===== src/rtl/ball_pkg.sv =====
// Shared definitions for the ball-position engine.
// Ports: none (package). Provides the FSM state encoding and direction constants
// used by ball_motion and its per-axis helper.
package ball_pkg;

  typedef enum logic [1:0] {
    IDLE = 2'd0,
    MOVE = 2'd1,
    LOST = 2'd2
  } state_t;

  localparam logic DIR_RIGHT = 1'b1;  // x increasing
  localparam logic DIR_DOWN  = 1'b1;  // y increasing

endpackage


===== src/rtl/ball_axis.sv =====
// Single-axis step/reflect calculator (purely combinational).
// Ports: pos/dir = current registered coordinate and direction, bounce = collision
//   request to invert dir, step_en = move this cycle; next_pos/next_dir = proposed
//   update, hit_max/hit_min = the move reached the far/near limit.
module ball_axis #(
  parameter int W     = 10,
  parameter int LIMIT = 636,
  parameter int STEP  = 1
) (
  input  logic [W-1:0] pos,
  input  logic         dir,
  input  logic         bounce,
  input  logic         step_en,
  output logic [W-1:0] next_pos,
  output logic         next_dir,
  output logic         hit_max,
  output logic         hit_min
);

  // Arithmetic is one bit wider than the coordinate so pos+STEP can never wrap.
  localparam logic [W:0] STEP_EXT  = (W+1)'(STEP);
  localparam logic [W:0] LIMIT_EXT = (W+1)'(LIMIT);

  logic       eff_dir;
  logic [W:0] pos_ext;

  assign eff_dir = dir ^ bounce;
  assign pos_ext = {1'b0, pos};

  always_comb begin
    next_pos = pos;
    next_dir = dir;
    hit_max  = 1'b0;
    hit_min  = 1'b0;
    if (step_en) begin
      if (eff_dir) begin
        if (pos_ext + STEP_EXT >= LIMIT_EXT) begin
          // Clamp onto the limit and reflect.
          next_pos = W'(LIMIT);
          next_dir = 1'b0;
          hit_max  = 1'b1;
        end else begin
          next_pos = W'(pos_ext + STEP_EXT);
          next_dir = 1'b1;
        end
      end else begin
        if (pos_ext <= STEP_EXT) begin
          // Clamp onto zero instead of underflowing, then reflect.
          next_pos = '0;
          next_dir = 1'b1;
          hit_min  = 1'b1;
        end else begin
          next_pos = W'(pos_ext - STEP_EXT);
          next_dir = 1'b0;
        end
      end
    end
  end

endmodule


===== src/rtl/ball_motion.sv =====
// Ball-position engine: steps (x,y) per enable tick, reflects off left/right/top
//   walls, applies collision bounces and pulses lost when the ball exits the bottom.
// Ports: clk, reset (async, active-high), enable (motion tick), launch (start from
//   IDLE), bounce_x/bounce_y (collision inversions); x, y, x_dir, y_dir registered,
//   moving = in MOVE, lost = one-cycle pulse in LOST.
module ball_motion
  import ball_pkg::*;
#(
  parameter int W         = 10,
  parameter int X_MAX     = 639,
  parameter int Y_MAX     = 479,
  parameter int BALL_SIZE = 4,
  parameter int STEP      = 1,
  parameter int X_INIT    = 318,
  parameter int Y_INIT    = 400
) (
  input  logic         clk,
  input  logic         reset,
  input  logic         enable,
  input  logic         launch,
  input  logic         bounce_x,
  input  logic         bounce_y,
  output logic [W-1:0] x,
  output logic [W-1:0] y,
  output logic         x_dir,
  output logic         y_dir,
  output logic         moving,
  output logic         lost
);

  localparam int XR = X_MAX - BALL_SIZE + 1;
  localparam int YB = Y_MAX - BALL_SIZE + 1;

  state_t       state, state_nx;
  logic [W-1:0] x_nx, y_nx;
  logic         x_dir_nx, y_dir_nx;

  logic [W-1:0] x_step_pos, y_step_pos;
  logic         x_step_dir, y_step_dir;
  logic         y_hit_max;
  logic         step_en;

  assign step_en = (state == MOVE) && enable;

  ball_axis #(.W(W), .LIMIT(XR), .STEP(STEP)) u_axis_x (
    .pos      (x),
    .dir      (x_dir),
    .bounce   (bounce_x),
    .step_en  (step_en),
    .next_pos (x_step_pos),
    .next_dir (x_step_dir),
    .hit_max  (),
    .hit_min  ()
  );

  // The bottom is not a wall: reaching YB exactly is still in play and only
  // stepping strictly past it loses the ball. Using YB+1 as the axis limit turns
  // the axis's ">=" test into "> YB"; the clamped position it proposes is unused
  // because the FSM pins y to YB itself on the losing tick.
  ball_axis #(.W(W), .LIMIT(YB + 1), .STEP(STEP)) u_axis_y (
    .pos      (y),
    .dir      (y_dir),
    .bounce   (bounce_y),
    .step_en  (step_en),
    .next_pos (y_step_pos),
    .next_dir (y_step_dir),
    .hit_max  (y_hit_max),
    .hit_min  ()
  );

  always_ff @(posedge clk or posedge reset) begin
    if (reset) begin
      state <= IDLE;
      x     <= W'(X_INIT);
      y     <= W'(Y_INIT);
      x_dir <= DIR_RIGHT;
      y_dir <= ~DIR_DOWN;
    end else begin
      state <= state_nx;
      x     <= x_nx;
      y     <= y_nx;
      x_dir <= x_dir_nx;
      y_dir <= y_dir_nx;
    end
  end

  always_comb begin
    state_nx = state;
    x_nx     = x;
    y_nx     = y;
    x_dir_nx = x_dir;
    y_dir_nx = y_dir;
    case (state)
      IDLE: begin
        x_nx     = W'(X_INIT);
        y_nx     = W'(Y_INIT);
        x_dir_nx = DIR_RIGHT;
        y_dir_nx = ~DIR_DOWN;
        if (launch) state_nx = MOVE;
      end
      MOVE: begin
        if (enable) begin
          x_nx     = x_step_pos;
          x_dir_nx = x_step_dir;
          if (y_hit_max) begin
            y_nx     = W'(YB);
            y_dir_nx = DIR_DOWN;
            state_nx = LOST;
          end else begin
            y_nx     = y_step_pos;
            y_dir_nx = y_step_dir;
          end
        end
      end
      LOST: begin
        // Reload on the way out so the first IDLE cycle already shows INIT.
        state_nx = IDLE;
        x_nx     = W'(X_INIT);
        y_nx     = W'(Y_INIT);
        x_dir_nx = DIR_RIGHT;
        y_dir_nx = ~DIR_DOWN;
      end
      default: state_nx = IDLE;
    endcase
  end

  assign moving = (state == MOVE);
  assign lost   = (state == LOST);

endmodule


===== config.mk =====
export PLATFORM = sky130hd
export DESIGN_NAME = ball_motion
export DESIGN_NICKNAME = d
export VERILOG_FILES = /design/src/rtl/ball_pkg.sv /design/src/rtl/ball_axis.sv /design/src/rtl/ball_motion.sv
export SDC_FILE = /design/constraint.sdc
export NUM_CORES = 1
export LEC_CHECK = 0
export ABC_CLOCK_PERIOD_IN_PS = 5300
export CORE_UTILIZATION = 60
export DETAILED_ROUTE_END_ITERATION = 10
export PLACE_DENSITY = 0.86
export SYNTH_ARGS = -nofsm -noshare
export SYNTH_HDL_FRONTEND = slang
export SYNTH_SLANG_ARGS = --single-unit

===== constraint.sdc =====
create_clock -name clk -period 5.3 [get_ports clk]
set_clock_uncertainty 0.15 [all_clocks]
set_input_delay 1.06 -clock clk [delete_from_list [all_inputs] [get_ports clk]]
set_output_delay 1.06 -clock clk [all_outputs]
set_load 0.005 [all_outputs]

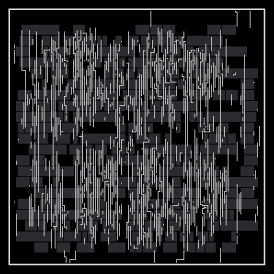
run_1/layer_met2.png
Drawn at 4 px/micron.
share of all routed wire	43%
longest straight run	24.5 microns
nets with wire on the layer	263
grt met2 use: 48.0%
Via Count: 2391
final wirelength: 6130 microns

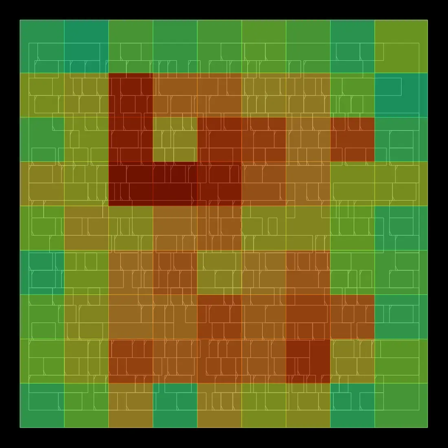
run_1/congestion.png
busiest layer in global routing: met1
routed len/inst: 17.7 microns
Layout Utilization: 74.3%
GRT Total Usage: 32.4%
grt met3 use: 3.26%

==> impl_metrics.py, run 1 <==
# Synthesis and PnR figures
metrics = {
    "run_status": {
        "status": "finished clean",
    },
    "worst_hold_path": {
        "hold_path.class": "register to register",
        "hp-start": "state[1]",
    },
    "worst_setup_path": {
        "crit_arrival_ns": 3.06,
        "endpoint_kind": "register",
        "startpoint": "bounce_y",
        "critPathSlowestCell": "xor2_1",
        "critPathBufInv": 1,
        "r2r_cells": 8,
        "cpPeakStageDelay_ns": 0.60,
        "critPathLaunchType": "primary input",
        "reg2reg_setup_slack_ns": 2.53,
        "worstPathRequired_ns": 5.32,
        "r2r-start": "y[0]",
        "rr_endpoint": "y[5]",
    },
    "synth": {
        "async_flop_share_pct": 100,
        "ys_types": 62,
        "flop_cell": "dfrtp_1",
        "fa_ha_area_share_pct": 3.31,
        "ys_sh_aoi_pct": 30.8,
        "edf_count": 0,
        "mux_area_share_pct": 0.939,
        "syn_inst": 288,
        "yosys.area_share.xor_xnor_pct": 7.35,
        "ys_sh_simple_pct": 24.7,
        "syn_area_sq_um": 2260,
        "ys_cells": 288,
    },
    "cells_and_area": {
        "layout_top_cells": "clkdlybuf4s50_1 (29), a21oi_1 (23), nand2_1 (22)",
        "layout_top_cell": "clkdlybuf4s50_1",
        "n_antenna_cell": 0,
        "final_area_sq_um": 2580,
        "nets": 313,
        "areaGrowthSynthToFinish_pct": 13.8,
        "drive_gt1_share_pct": 8.00,
    },
    "cts": {
        "hold_buffers": 0,
        "postCtsSetupBuffers": 0,
        "clk_path_buf_depth": 2,
        "cts_tree": "built",
        "root_buffer": "clkbuf_8",
        "cts.sinks": 24,
        "numCtsBuffers": 3,
    },
    "placement": {
        "io_buffer_count": 29,
        "placed_cell_area_sq_um": 2520,
        "place_congestion": 0.960,
    },
    "power_and_ir_drop": {
        "power.density_nw_per_um2": 634,
        "p_leak_nw": 0.989,
    },
    "floorplanning": {
        "fp_util_pct": 65.3,
        "fp.dieH_microns": 63.4,
        "chip_area_sq_um": 4020,
        "num_rows": 21,
        "die_w_microns": 63.4,
        "core-area_sq_um": 3470,
    },
    "global_routing": {
        "grt_pass1_vias": 2153,
        "antenna_found_initial": 0,
        "grt_overflow": 0,
        "grt_pass1_wl_microns": 10400,
    },
    "drt": {
        "remaining_drc_errors": 0,
        "drt_pass1_iterations": 5,
        "viasPerCell": 6.91,
        "initialDrtViolationCount": 241,
        "drt.antenna.violating_nets": 0,
    },
    "job": {
        "cap_violations": 0,
        "warnings": 30,
    },
    "final_timing": {
        "tightest_slew_ns": 0.951,
        "final_max_slew_viol_count": 0,
        "setup_viol": 0,
        "rsz0062_at_grt": "false",
    },
}
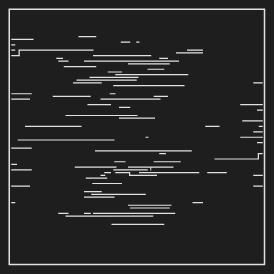
run_1/layer_met3.png
Drawn at 4 px/micron.
wire length on this layer	566 microns
nets with wire on the layer	66

run 1: cells in the mapped netlist (7+ instances only):
library cell  count  area, sq um
nand3_1          12         60.1
xnor2_1          10         87.6
xor2_1            9         78.8
nand4_1           7         43.8
dfrtp_1          14          350
nor2_1           21         78.8
inv_1            11         41.3
buf_2            10         50.1
nand2_1          22         82.6
dfstp_2          10          263
a31oi_1           8         50.1
clkbuf_1         11         41.3
nor3_1            8         40.0
a21oi_1          23          115
o21ai_0          16         80.1
run 1: worst max path at each step:
stage	endpoint	cells after the start
after floorplan	y[5]	5
after global routing	y[5]	6
final	y[5]	6
after global placement	y[5]	6
after CTS	y[5]	6
after detailed placement	y[5]	6
run 1: flip-flops by register name (all words and copies together) (netlist names):
name and flops:
x 10, state 2, x_dir 1, y_dir 1, y 10
run 1: area by class of cell:
type | count | area (sq um)
Multi-Input combinational cell | 232 | 1520
Fill cell | 275 | 892
Clock buffer | 4 | 55.1
Timing Repair Buffer | 29 | 290
Tap cell | 46 | 57.6
Inverter | 11 | 41.3
Sequential cell | 24 | 613
run 1: kinds of logic (layout without fill, tap and decap cells):
logic type	Yosys count	count (layout)
AND/OR/NAND/NOR	104	104
AND-OR/OR-AND	101	101
buffers and inverters	32	44
flip-flops	24	24
XOR/XNOR	19	19
adder cells (fa/ha/maj)	6	6
multiplexers	2	2
run 1: through the flow:
step / worst slack, ns / hold slack (ns) / power [mW] / cells
3_3_place_gp: 2.08 / 0.294 / 1.46 / 342
5_1_grt: 2.12 / 0.343 / 1.76 / 346
4_1_cts: 2.33 / 0.326 / 1.61 / 346
3_5_place_dp: 2.04 / 0.314 / 1.47 / 342
6_report: 2.26 / 0.327 / 1.63 / 346
2_1_floorplan: 2.80 / 0.282 / 1.15 / 288
run 1: routing by layer:
| metal | GRT usage (%) | share of wire (%) |
|---|---|---|
| met5 | 0 | 0 |
| met4 | 11.9 | 1.7 |
| met3 | 3.26 | 9.2 |
| met2 | 48.0 | 43 |
| met1 | 48.2 | 46 |
run 1: where the power goes:
group          leakage (nW)  internal [mW]  switching [mW]
logic                 0.682          0.462           0.513
registers             0.278          0.292           0.234
clock network        0.0288         0.0665          0.0655
==> run 2: changes to the inputs <==
--- a/config.mk
+++ b/config.mk
@@ -5,10 +5,10 @@
 export SDC_FILE = /design/constraint.sdc
 export NUM_CORES = 1
 export LEC_CHECK = 0
-export ABC_CLOCK_PERIOD_IN_PS = 5300
-export CORE_UTILIZATION = 60
+export ABC_CLOCK_PERIOD_IN_PS = 2830
+export CORE_UTILIZATION = 56
 export DETAILED_ROUTE_END_ITERATION = 10
-export PLACE_DENSITY = 0.86
+export PLACE_DENSITY = 0.81
 export SYNTH_ARGS = -nofsm -noshare
 export SYNTH_HDL_FRONTEND = slang
 export SYNTH_SLANG_ARGS = --single-unit
==> constraint.sdc (replaced) <==
create_clock -name clk -period 2.83 [get_ports clk]
set_clock_uncertainty 0.15 [all_clocks]
set_input_delay 0.566 -clock clk [delete_from_list [all_inputs] [get_ports clk]]
set_output_delay 0.566 -clock clk [all_outputs]
set_load 0.005 [all_outputs]
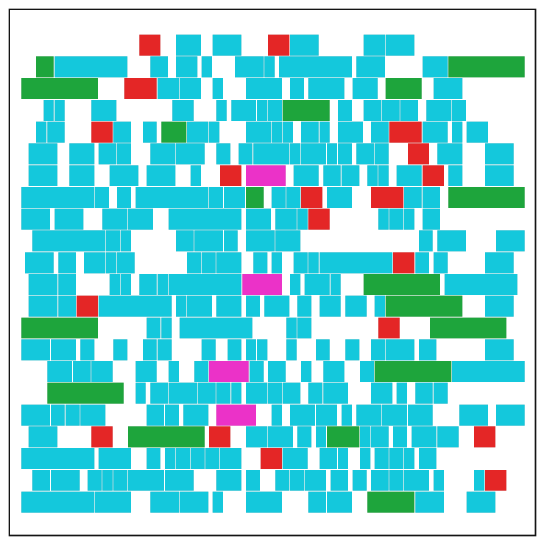
run_2/sizes.png
Drawn at 8 px/micron.
size	color	cells	share	most used
_0 and _1 cells	cyan	276	87%	clkdlybuf4s50_1
_2 cells	green	17	5.4%	dfstp_2
_3 and _4 cells	red	19	6.0%	buf_4
_6 and larger	magenta	4	1.3%	clkbuf_8
area grow syn2layout: 19.2%
Design Area, Final: 2700 sq um
final worst setup slack: 0.244 ns
Plain + repair buffers: 45

==> run 2 against run 1 <==
Cell count up 5.2%. Utilization down 2.7 points. Non-clock buffer count up 16. Clock power up about 90%. Cell area up 4.8%. Sequential share of layout area down 1.1 points. Via count up 5.4%. Synthesized cell count unchanged. Global-route usage up 2.3 points. Die area up 6.9%. Worst hold slack better by 0.00083 ns. First-iteration DRC count up 46%.
==> impl_metrics.py, run 2 <==
# Synthesis and PnR figures
metrics = {
    "run_status": {
        "status": "finished clean",
    },
    "synth": {
        "yosys-top-cells-area": "dfrtp_1 (15%), dfstp_2 (12%), a21oi_1 (5.1%)",
        "synth_top_area_share_pct": 15.5,
        "async_flop_share_pct": 100,
        "syn_area_sq_um": 2260,
        "edf_count": 0,
        "ys_types": 62,
        "synth_top_cell_by_area": "dfrtp_1",
        "ys_cells": 288,
        "synth.top_cells.by_count": "a21oi_1 (23), nand2_1 (22), nor2_1 (21)",
    },
    "cts": {
        "hold_buffers": 0,
        "root_buffer": "clkbuf_8",
        "numCtsBuffers": 3,
    },
    "global_routing": {
        "grt_pass1_wl_microns": 11400,
        "grt_pass1_vias": 2252,
        "antenna_found_initial": 0,
    },
    "drt": {
        "viasPerCell": 6.93,
        "remaining_drc_errors": 0,
        "drt_pass1_iterations": 6,
    },
    "final_timing": {
        "setup_viol": 0,
        "tightest_slew_ns": 0.776,
        "rsz0062_at_grt": "false",
    },
    "cells_and_area": {
        "nets": 329,
        "utilization_pct": 71.6,
        "layout_top_cell": "clkdlybuf4s50_1",
        "fillers": 313,
        "drive_gt1_share_pct": 12.7,
    },
    "worst_setup_path": {
        "worstPathRequired_ns": 2.90,
        "rr_endpoint": "x[3]",
        "r2r-start": "x[0]",
        "critPathLaunchType": "register",
        "crit_arrival_ns": 2.66,
    },
    "worst_hold_path": {
        "hp-start": "state[1]",
        "hold_path.class": "register to register",
    },
    "job": {
        "warnings": 30,
        "cap_violations": 0,
    },
    "power_and_ir_drop": {
        "p_leak_nw": 1.07,
    },
    "placement": {
        "post-place-ws_ns": 0.253,
        "place_congestion": 1.05,
    },
    "floorplanning": {
        "fp_util_pct": 60.1,
        "die_w_microns": 65.6,
        "core-area_sq_um": 3770,
    },
}
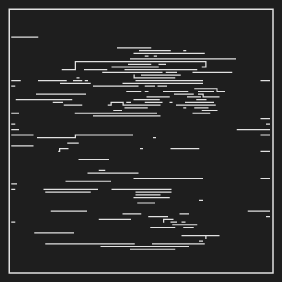
run_2/layer_met3.png
Drawn at 4 px/micron.
wire length on this layer	773 microns
main direction	horizontal
share of all routed wire	11%
nets with wire on the layer	82
longest straight run	32.7 microns
final wirelength: 6860 microns
Via Count: 2521
grt met3 use: 5.38%

## run 2: worst max path at each step
stage	slack, ns	to	cells after the start
2_1_floorplan	0.51	y[5]	9
3_3_place_gp	0.29	x[3]	6
3_5_place_dp	0.25	x[3]	6
4_1_cts	0.32	y[5]	7
5_1_grt	0.08	y[5]	8
6_report	0.24	x[3]	7
## run 2: where the power goes
part / internal, mW / switching, mW
combinational: 0.975 / 1.12
clock: 0.125 / 0.126
sequential: 0.548 / 0.357
## run 2: routing by layer
metal / track usage, % / wire [microns] / vias up
met5: 0 / 0 / -
met4: 11.4 / 179 / 0
met3: 5.38 / 772 / 29
met2: 49.2 / 2880 / 195
met1: 52.6 / 3030 / 1153
li1: - / - / 1144
## run 2: kinds of logic (layout without fill, tap and decap cells)
group           after synthesis  count (layout)  synth area share [%]
compound gates              101             101                  30.8
fa+ha+maj                     6               6                  3.31
xor+xnor                     19              19                  7.35
buf+inv                      32              60                  5.86
simple gates                104             104                  24.7
mux                           2               2                 0.939
flops                        24              24                  27.1
## run 2: critical path, stage by stage (launching register included)
cell,delay [ns]
dfrtp_1,0.54
ha_1,0.36
nand4_1,0.15
nor2_1,0.28
a21oi_1,0.29
and3_1,0.26
a211oi_1,0.31
a221o_1,0.20
## run 2: per-stage QoR
stage / instances / hold WS (ns)
after floorplan: 288 / 0.282
after global placement: 360 / 0.307
after detailed placement: 360 / 0.313
after CTS: 364 / 0.329
after global routing: 364 / 0.353
final: 364 / 0.327
## run 2: area by class of cell
cell class / count / area (sq um) / area share [%]
clock buffer: 4 / 55.1 / 2.04
inverter: 11 / 41.3 / 1.53
tap: 48 / 60.1 / 2.23
sequential: 24 / 613 / 22.7
multi-input combinational: 232 / 1520 / 56.3
timing repair buffer: 45 / 410 / 15.2
==> run 3: changes to the inputs <==
--- a/config.mk
+++ b/config.mk
@@ -9,6 +9,8 @@
 export CORE_UTILIZATION = 56
 export DETAILED_ROUTE_END_ITERATION = 10
 export PLACE_DENSITY = 0.81
+export SETUP_SLACK_MARGIN = 0.3
+export SLEW_MARGIN = 30
 export SYNTH_ARGS = -nofsm -noshare
 export SYNTH_HDL_FRONTEND = slang
 export SYNTH_SLANG_ARGS = --single-unit
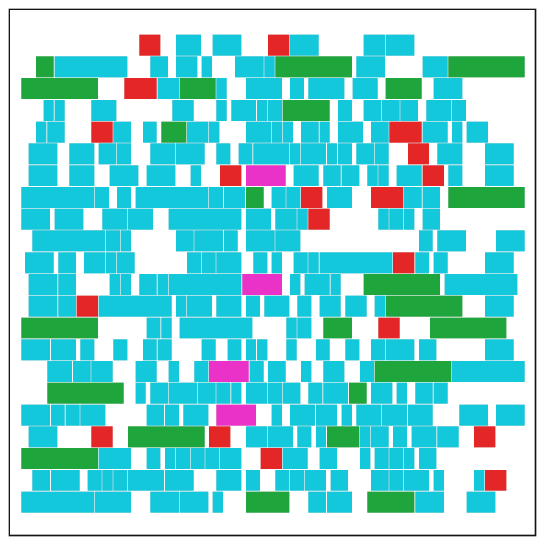
run_3/sizes.png
Drawn at 8 px/micron.
area grow syn2layout: 19.9%
Design Area, Final: 2720 sq um

==> run 3 against run 2 <==
Via count rose by 1.5%. Synthesized cell count did not move. Cell count did not move. First-iteration DRC count rose by 0.85%. Combinational power barely moved. Highest routed layer unchanged.
==> impl_metrics.py, run 3 <==
# Synthesis and PnR figures
metrics = {
    "run_status": {
        "status": "finished clean",
    },
    "worst_setup_path": {
        "worstPathRequired_ns": 2.86,
        "critPathLaunchType": "register",
        "crit_arrival_ns": 2.47,
    },
    "synth": {
        "fa_ha_area_share_pct": 3.31,
        "yosys.area_share.xor_xnor_pct": 7.35,
        "yosys-top-cells-area": "dfrtp_1 (15%), dfstp_2 (12%), a21oi_1 (5.1%)",
        "ys_sh_simple_pct": 24.7,
        "syn_inst": 288,
        "ys_sh_aoi_pct": 30.8,
        "synth.top_cells.by_count": "a21oi_1 (23), nand2_1 (22), nor2_1 (21)",
        "synth_top_area_share_pct": 15.5,
        "synth_top_cell_by_area": "dfrtp_1",
        "ys_cells": 288,
        "async_flop_share_pct": 100,
        "mux_area_share_pct": 0.939,
        "syn_area_sq_um": 2260,
        "ys_seq_elements": 24,
        "synthTopLogicFamily": "AND-OR/OR-AND gates",
        "edf_count": 0,
        "ys_types": 62,
    },
    "global_routing": {
        "grt_pass1_wl_microns": 11400,
        "grt_pass1_vias": 2252,
        "track_usage_pct": 34.7,
        "antenna_found_initial": 0,
    },
    "cts": {
        "root_buffer": "clkbuf_8",
        "cts_tree": "built",
        "numCtsBuffers": 3,
        "hold_buffers": 0,
    },
    "power_and_ir_drop": {
        "p_leak_nw": 1.07,
    },
    "placement": {
        "place_congestion": 1.05,
        "post-place-ws_ns": 0.253,
    },
    "final_timing": {
        "fin_crit_ns": 2.44,
        "setup_slack_ns": 0.391,
        "tightest_slew_ns": 0.771,
        "fmax_ghz": 0.410,
        "fin_crit_sh_pct": 86.2,
        "rsz0062_at_grt": "true",
        "setup_viol": 0,
    },
    "drt": {
        "viasPerCell": 7.03,
        "remaining_drc_errors": 0,
        "initialDrtViolationCount": 356,
        "drt_pass1_iterations": 7,
    },
    "floorplanning": {
        "die_w_microns": 65.6,
        "fp_util_pct": 60.1,
        "core-area_sq_um": 3770,
    },
    "cells_and_area": {
        "drive_gt1_share_pct": 14.6,
        "fillers": 305,
        "nets": 329,
        "utilization_pct": 72.0,
        "layout_top_cell": "clkdlybuf4s50_1",
    },
    "job": {
        "cap_violations": 0,
        "warnings": 31,
    },
    "worst_hold_path": {
        "hold_path.class": "register to register",
    },
}
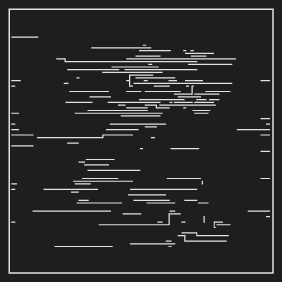
run_3/layer_met3.png
Drawn at 4 px/micron.
final wirelength: 6980 microns
Via Count: 2558

==> run 3: repair_timing <==
action                     CTS  global route
buffers inserted             0             0
resized                      0             7
setup endpoints to repair    0            13
==> run 3: cell families after synthesis <==
family          Yosys count
compound gates          101
xor+xnor                 19
fa+ha+maj                 6
buf+inv                  32
flops                    24
mux                       2
simple gates            104
==> run 3: stage by stage <==
stage          power, mW  instance area [sq um]  hold WS (ns)  instances
2_1_floorplan       2.16                   2260         0.282        288
3_3_place_gp        2.90                   2640         0.307        360
3_5_place_dp        2.92                   2640         0.313        360
4_1_cts             3.19                   2700         0.329        364
5_1_grt             3.52                   2720         0.352        364
6_report            3.28                   2720         0.331        364
==> run 3: area by class of cell <==
cell class | instances | area, sq um | area share (%)
repair buffers | 45 | 410 | 15.1
multi-input cells | 232 | 1530 | 56.5
inverters | 11 | 41.3 | 1.52
well taps | 48 | 60.1 | 2.21
flip-flops and latches | 24 | 616 | 22.7
clock buffers | 4 | 55.1 | 2.03
==> run 3: worst paths after layout <==
check,from,end,slack (ns)
worst max-delay path,x[3],x[7],0.39
worst min-delay path,state[1],state[0],0.33
worst max register to register,x[3],x[7],0.39
worst min register to register,state[1],state[0],0.33
max in group asynchronous,reset,x[1],1.76
min in group asynchronous,reset,y[9],0.48
==> run 3: power breakdown <==
group | total (mW) | internal, mW | leakage (nW) | switching [mW]
sequential | 0.907 | 0.551 | 0.276 | 0.356
clock | 0.254 | 0.125 | 0.0288 | 0.129
combinational | 2.12 | 0.981 | 0.761 | 1.14
total | 3.28 | 1.66 | 1.07 | 1.62
==> run 3: worst max-delay path: stages (launching register included) <==
cell     delay [ns]
dfstp_2        0.70
and3_1         0.22
nand4_1        0.20
mux2_2         0.37
o32ai_2        0.33
a21oi_1        0.15
a31o_1         0.22
==> run 3: routing by layer <==
| layer | global-route usage [%] | wire [microns] |
|---|---|---|
| met5 | 0 | 0 |
| met4 | 11.4 | 190 |
| met3 | 5.38 | 760 |
| met2 | 49.2 | 2940 |
| met1 | 52.6 | 3090 |

## Gallery

Gate families picked out.
Drawn at 8 px/micron.
shot_01.png
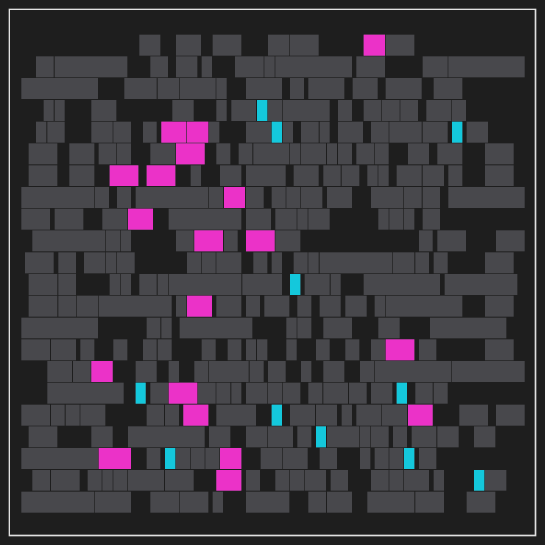
shot_02.png
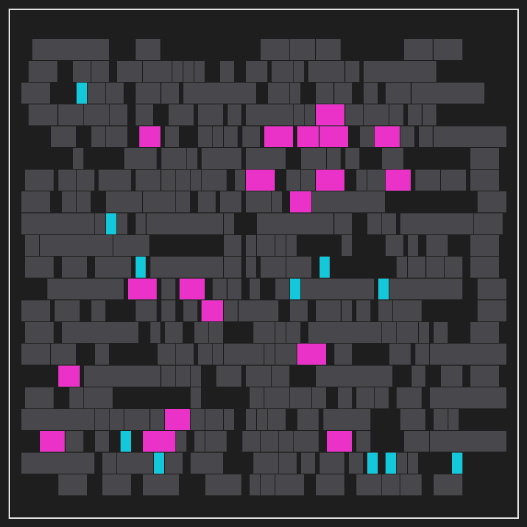
run 3: shot_01.png
run 1: shot_02.png

Key to shot_02.png:
family	color	cells
AND-OR and OR-AND gates	magenta	19
inverters	cyan	11

Power and IR drop assume default switching activity.
